### config.mk
export PLATFORM = sky130hd
export DESIGN_NAME = debug_dump_tx_flat
export DESIGN_NICKNAME = d
export VERILOG_FILES = /design/src/rtl/debug_dump_tx_if.sv /design/src/rtl/debug_dump_tx.sv /design/src/flat_wrapper.sv
export SDC_FILE = /design/constraint.sdc
export NUM_CORES = 1
export LEC_CHECK = 0
export ABC_AREA = 1
export CORE_ASPECT_RATIO = 0.7
export CORE_MARGIN = 2
export CORE_UTILIZATION = 53
export DETAILED_ROUTE_END_ITERATION = 16
export GPL_TIMING_DRIVEN = 0
export MAX_ROUTING_LAYER = met4
export PLACE_DENSITY = 0.9
export SYNTH_ARGS = -nofsm -noshare
export SYNTH_HDL_FRONTEND = slang
export SYNTH_SLANG_ARGS = --single-unit
### constraint.sdc
create_clock -name clk_to_use -period 2.4 [get_ports clk_to_use]
set_clock_uncertainty 0.05 [all_clocks]
set_input_delay 0.24 -clock clk_to_use [delete_from_list [all_inputs] [get_ports clk_to_use]]
set_output_delay 0.24 -clock clk_to_use [all_outputs]
set_load 0.1 [all_outputs]
### src/rtl/debug_dump_tx_if.sv
// Handshake bundle between the debug-dump serializer and its word source / UART TX FIFO.
// The slave modport is the serializer's view; master is the surrounding system.
interface debug_dump_tx_if #(
    parameter int SIZE      = 32,
    parameter int IDX_WIDTH = 6
);
    logic                 i_start;
    logic [IDX_WIDTH-1:0] o_word_idx;
    logic [SIZE-1:0]      i_word_data;
    logic                 i_tx_full;
    logic                 o_tx_start;
    logic [7:0]           o_tx_data;
    logic                 o_busy;
    logic                 o_done;

    modport slave (
        input  i_start,
        input  i_word_data,
        input  i_tx_full,
        output o_word_idx,
        output o_tx_start,
        output o_tx_data,
        output o_busy,
        output o_done
    );

    modport master (
        output i_start,
        output i_word_data,
        output i_tx_full,
        input  o_word_idx,
        input  o_tx_start,
        input  o_tx_data,
        input  o_busy,
        input  o_done
    );
endinterface

### src/rtl/debug_dump_tx.sv
// Serializes NUM_WORDS debug words into a framed byte stream (A5, count, LE data, XOR checksum)
// pushed one byte per cycle into a UART TX FIFO, stalling whenever the FIFO reports full.
module debug_dump_tx #(
    parameter int SIZE      = 32,
    parameter int NUM_WORDS = 40,
    parameter int IDX_WIDTH = 6
) (
    input  logic                  clk_to_use,
    input  logic                  i_rst,
    debug_dump_tx_if.slave        bus
);

    typedef enum logic [2:0] {
        IDLE,
        HEADER,
        COUNT,
        LOAD,
        BYTE,
        CHECKSUM,
        DONE
    } state_t;

    localparam logic [7:0]           HDR_BYTE = 8'hA5;
    localparam logic [7:0]           CNT_BYTE = 8'(NUM_WORDS);
    localparam logic [IDX_WIDTH-1:0] LAST_IDX = IDX_WIDTH'(NUM_WORDS - 1);

    state_t               state_q,    state_d;
    logic [IDX_WIDTH-1:0] idx_q,      idx_d;
    logic [SIZE-1:0]      shift_q,    shift_d;
    logic [1:0]           byte_cnt_q, byte_cnt_d;
    logic [7:0]           csum_q,     csum_d;
    logic                 tx_start_q, tx_start_d;
    logic [7:0]           tx_data_q,  tx_data_d;

    // Reset clears every register, datapath included, so outputs read zero during reset.
    always_ff @(posedge clk_to_use or posedge i_rst) begin
        if (i_rst) begin
            state_q    <= IDLE;
            idx_q      <= '0;
            shift_q    <= '0;
            byte_cnt_q <= '0;
            csum_q     <= '0;
            tx_start_q <= 1'b0;
            tx_data_q  <= '0;
        end else begin
            state_q    <= state_d;
            idx_q      <= idx_d;
            shift_q    <= shift_d;
            byte_cnt_q <= byte_cnt_d;
            csum_q     <= csum_d;
            tx_start_q <= tx_start_d;
            tx_data_q  <= tx_data_d;
        end
    end

    always_comb begin
        state_d    = state_q;
        idx_d      = idx_q;
        shift_d    = shift_q;
        byte_cnt_d = byte_cnt_q;
        csum_d     = csum_q;
        tx_start_d = 1'b0;
        tx_data_d  = tx_data_q;

        unique case (state_q)
            IDLE: begin
                if (bus.i_start) begin
                    state_d = HEADER;
                end
            end

            HEADER: begin
                if (!bus.i_tx_full) begin
                    tx_start_d = 1'b1;
                    tx_data_d  = HDR_BYTE;
                    state_d    = COUNT;
                end
            end

            COUNT: begin
                if (!bus.i_tx_full) begin
                    tx_start_d = 1'b1;
                    tx_data_d  = CNT_BYTE;
                    csum_d     = CNT_BYTE;
                    state_d    = LOAD;
                end
            end

            // Word source is combinational on o_word_idx, so one capture cycle suffices.
            LOAD: begin
                shift_d    = bus.i_word_data;
                byte_cnt_d = 2'd0;
                state_d    = BYTE;
            end

            BYTE: begin
                if (!bus.i_tx_full) begin
                    tx_start_d = 1'b1;
                    tx_data_d  = shift_q[7:0];
                    csum_d     = csum_q ^ shift_q[7:0];
                    shift_d    = shift_q >> 8;
                    byte_cnt_d = byte_cnt_q + 2'd1;
                    if (byte_cnt_q == 2'd3) begin
                        if (idx_q == LAST_IDX) begin
                            state_d = CHECKSUM;
                        end else begin
                            idx_d   = idx_q + 1'b1;
                            state_d = LOAD;
                        end
                    end
                end
            end

            CHECKSUM: begin
                if (!bus.i_tx_full) begin
                    tx_start_d = 1'b1;
                    tx_data_d  = csum_q;
                    state_d    = DONE;
                end
            end

            DONE: begin
                idx_d   = '0;
                state_d = IDLE;
            end

            default: begin
                state_d = IDLE;
            end
        endcase
    end

    assign bus.o_word_idx = idx_q;
    assign bus.o_tx_start = tx_start_q;
    assign bus.o_tx_data  = tx_data_q;
    assign bus.o_busy     = (state_q != IDLE);
    assign bus.o_done     = (state_q == DONE);

endmodule

### src/flat_wrapper.sv
// flat-port wrapper written by rule: the top's interface ports become plain ports
module debug_dump_tx_flat 
#(
    parameter int SIZE      = 32,
    parameter int NUM_WORDS = 40,
    parameter int IDX_WIDTH = 6
)
  (clk_to_use, i_rst, bus_i_start, bus_i_word_data, bus_i_tx_full, bus_o_word_idx, bus_o_tx_start, bus_o_tx_data, bus_o_busy, bus_o_done);
  debug_dump_tx_if #(.SIZE(SIZE), .IDX_WIDTH(IDX_WIDTH)) bus_i ();
  input  logic clk_to_use;
  input  logic i_rst;
  input wire logic [$bits(bus_i.i_start)-1:0] bus_i_start;
  input wire logic [$bits(bus_i.i_word_data)-1:0] bus_i_word_data;
  input wire logic [$bits(bus_i.i_tx_full)-1:0] bus_i_tx_full;
  output wire logic [$bits(bus_i.o_word_idx)-1:0] bus_o_word_idx;
  output wire logic [$bits(bus_i.o_tx_start)-1:0] bus_o_tx_start;
  output wire logic [$bits(bus_i.o_tx_data)-1:0] bus_o_tx_data;
  output wire logic [$bits(bus_i.o_busy)-1:0] bus_o_busy;
  output wire logic [$bits(bus_i.o_done)-1:0] bus_o_done;
  assign bus_i.i_start = bus_i_start;
  assign bus_i.i_word_data = bus_i_word_data;
  assign bus_i.i_tx_full = bus_i_tx_full;
  assign bus_o_word_idx = bus_i.o_word_idx;
  assign bus_o_tx_start = bus_i.o_tx_start;
  assign bus_o_tx_data = bus_i.o_tx_data;
  assign bus_o_busy = bus_i.o_busy;
  assign bus_o_done = bus_i.o_done;
  debug_dump_tx #(.SIZE(SIZE), .NUM_WORDS(NUM_WORDS), .IDX_WIDTH(IDX_WIDTH)) u_core (.clk_to_use(clk_to_use), .i_rst(i_rst), .bus(bus_i));
endmodule
Figure 1. Cell density map.
10 x 7 tiles, from white (low) to dark blue (high), 0 to 100% covered.
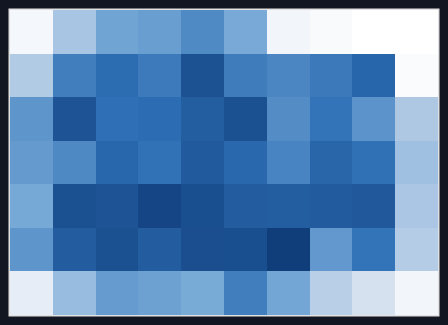
36% of the tiles are over 75% full. The emptiest ninth of the die: north-east. The fullest tile reaches 94%.
Core Region: 0.00567 mm^2
FP Util: 54.4%

Figure 2. Wiring by layer.
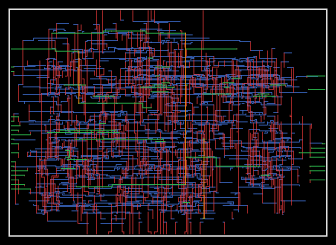
Key: metal 2 = red [wire length 3310 um]; metal 4 = orange [wire length 85.0 um]; metal 3 = green [wire length 401 um]; metal 1 = blue [wire length 3350 um]
Routed wire per std cell: 12.9 um
gr usage total: 25.7%

Figure 3. Met2 routing.
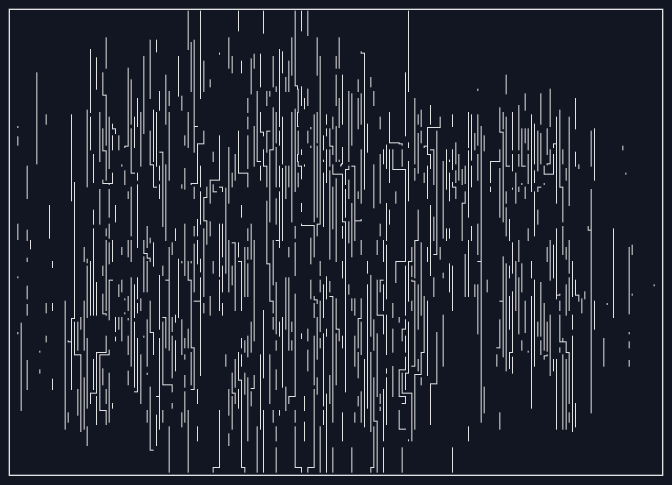
The wires run mostly vertical. The layer carries 3310 um of wire. The longest straight run is 43.2 um.
Post-Route WL: 7150 um
met2 usage: 40.9%

Figure 4. Congestion heat map.
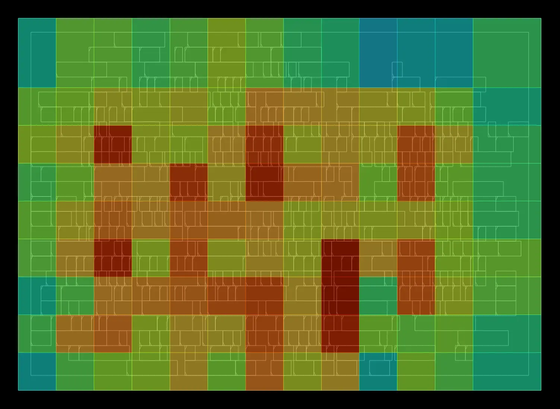
GR Util met3: 8.81%
Util after Layout: 69.3%
met1 GRT Util: 31.7%

==> impl_metrics.toml <==
# synthesis and place-and-route metrics
[outcome]
status = "complete, no violations"

[logic_synthesis]
largest_area_cell = "dfrtp_1"
synth_area_per_cell_um2 = 7.54
ys_area_mm2 = 0.00309
ys_sh_mux_pct = 0
fa_ha_area_share_pct = 0.811
postSynthCellCount = 409
ys_seq_share_pct = 48.7
synthXorXnorAreaFrac_pct = 1.70
yosysWarnings = 0

[global_route]
grt_max_degree = 43
grt_pass1_vias = 2757

[clock_tree]
clk_latency_ns = 0.35
numCtsBuffers = 9
cts_root_buf = "clkbuf_8"
cts_tree = "built"
h-tree-depth = 3
cts_setup_buffers = 0

[setup_path]
crit_required_ns = 2.11
max_stage_delay_ns = 1.18
crit_cells = 1
end_kind = "primary output"
crit_start = "u_core.bus.o_word_idx[3]"
r2r_cells = 7
timing.rr.end = "u_core.shift_q[16]"
path_buffers = 1
crit_type = "register to primary output"

[sta]
min_period_ns = 2.27
worst-slew-pin-transition_ns = 0.980
finalSetupViolCount = 0
fmax_mhz = 440
report.final.slew_viol_count = 0

[layout]
stdcell_area_mm2 = 0.00393
final_cells = 552
lay_top_cells = "nand2_1 (132), dfrtp_1 (60), o21ai_0 (53), inv_1 (49), clkdlybuf4s50_1 (49)"
fillers = 452
seq_area_mm2 = 0.00150
nNetsFinal = 510

[power]
sw_frac_of_total_pct = 46.4
power_mw = 5.15
power_density_mw_per_mm2 = 1310
ir_worst_vdd_v = 0.000549

[placement]
dpl.hpwl_um = 5160
io_buffers = 51

[die]
chipWidth_um = 95.2

[route]
first_pass_iters = 5
vias_per_cell = 5.24
detail-route-antenna-nets = 0

[run]
max_cap_viol_count = 0
-- metal layers --
metal / GRT usage, % / up-vias / wire length (um)
li1: - / 1417 / -
met1: 31.7 / 1369 / 3350
met2: 40.9 / 95 / 3310
met3: 8.81 / 9 / 401
met4: 7.25 / 0 / 85
met5: - / - / 0
-- sequential cells by signal (all words and copies together) (netlist names) --
register and cells:
u_core.bus.o_tx_data 8, u_core.shift_q 32, u_core.bus.o_tx_start 1, u_core.byte_cnt_q 2, u_core.csum_q 8, u_core.state_q 3, u_core.bus.o_word_idx 6
-- layout make-up --
type                            count  area share [%]
Sequential cell                    60            38.2
Inverter                           54            5.16
Clock buffer                       12            3.69
Timing Repair Buffer               52            13.5
Multi-Input combinational cell    277            32.9
Buffer                             18            2.32
Clock inverter                      4            1.85
Tap cell                           75            2.39
-- synthesized netlist by cell type, drive strengths merged --
library cell  instances
a21oi                 3
buf                  15
clkbuf                3
dfrtp                60
ha                    2
inv                  54
nand2               134
nand3                33
nand3b                2
nand4                 5
nor2                 15
nor3                  4
o21ai                68
o21bai                1
o22ai                 3
or2                   1
xnor2                 4
xor2                  2
-- how the worst min path moves through the flow --
stage | from | depth (start not counted) | endpoint | slack [ns]
6_report | i_rst | 2 | u_core.bus.o_word_idx[1] | 0.16
5_1_grt | i_rst | 2 | u_core.bus.o_word_idx[4] | 0.20
4_1_cts | i_rst | 2 | u_core.bus.o_tx_data[0] | 0.17
3_5_place_dp | u_core.shift_q[0] | 2 | u_core.shift_q[0] | 0.42
3_3_place_gp | u_core.byte_cnt_q[1] | 2 | u_core.byte_cnt_q[1] | 0.41
2_1_floorplan | bus_i_word_data[24] | 2 | u_core.shift_q[24] | 0.34
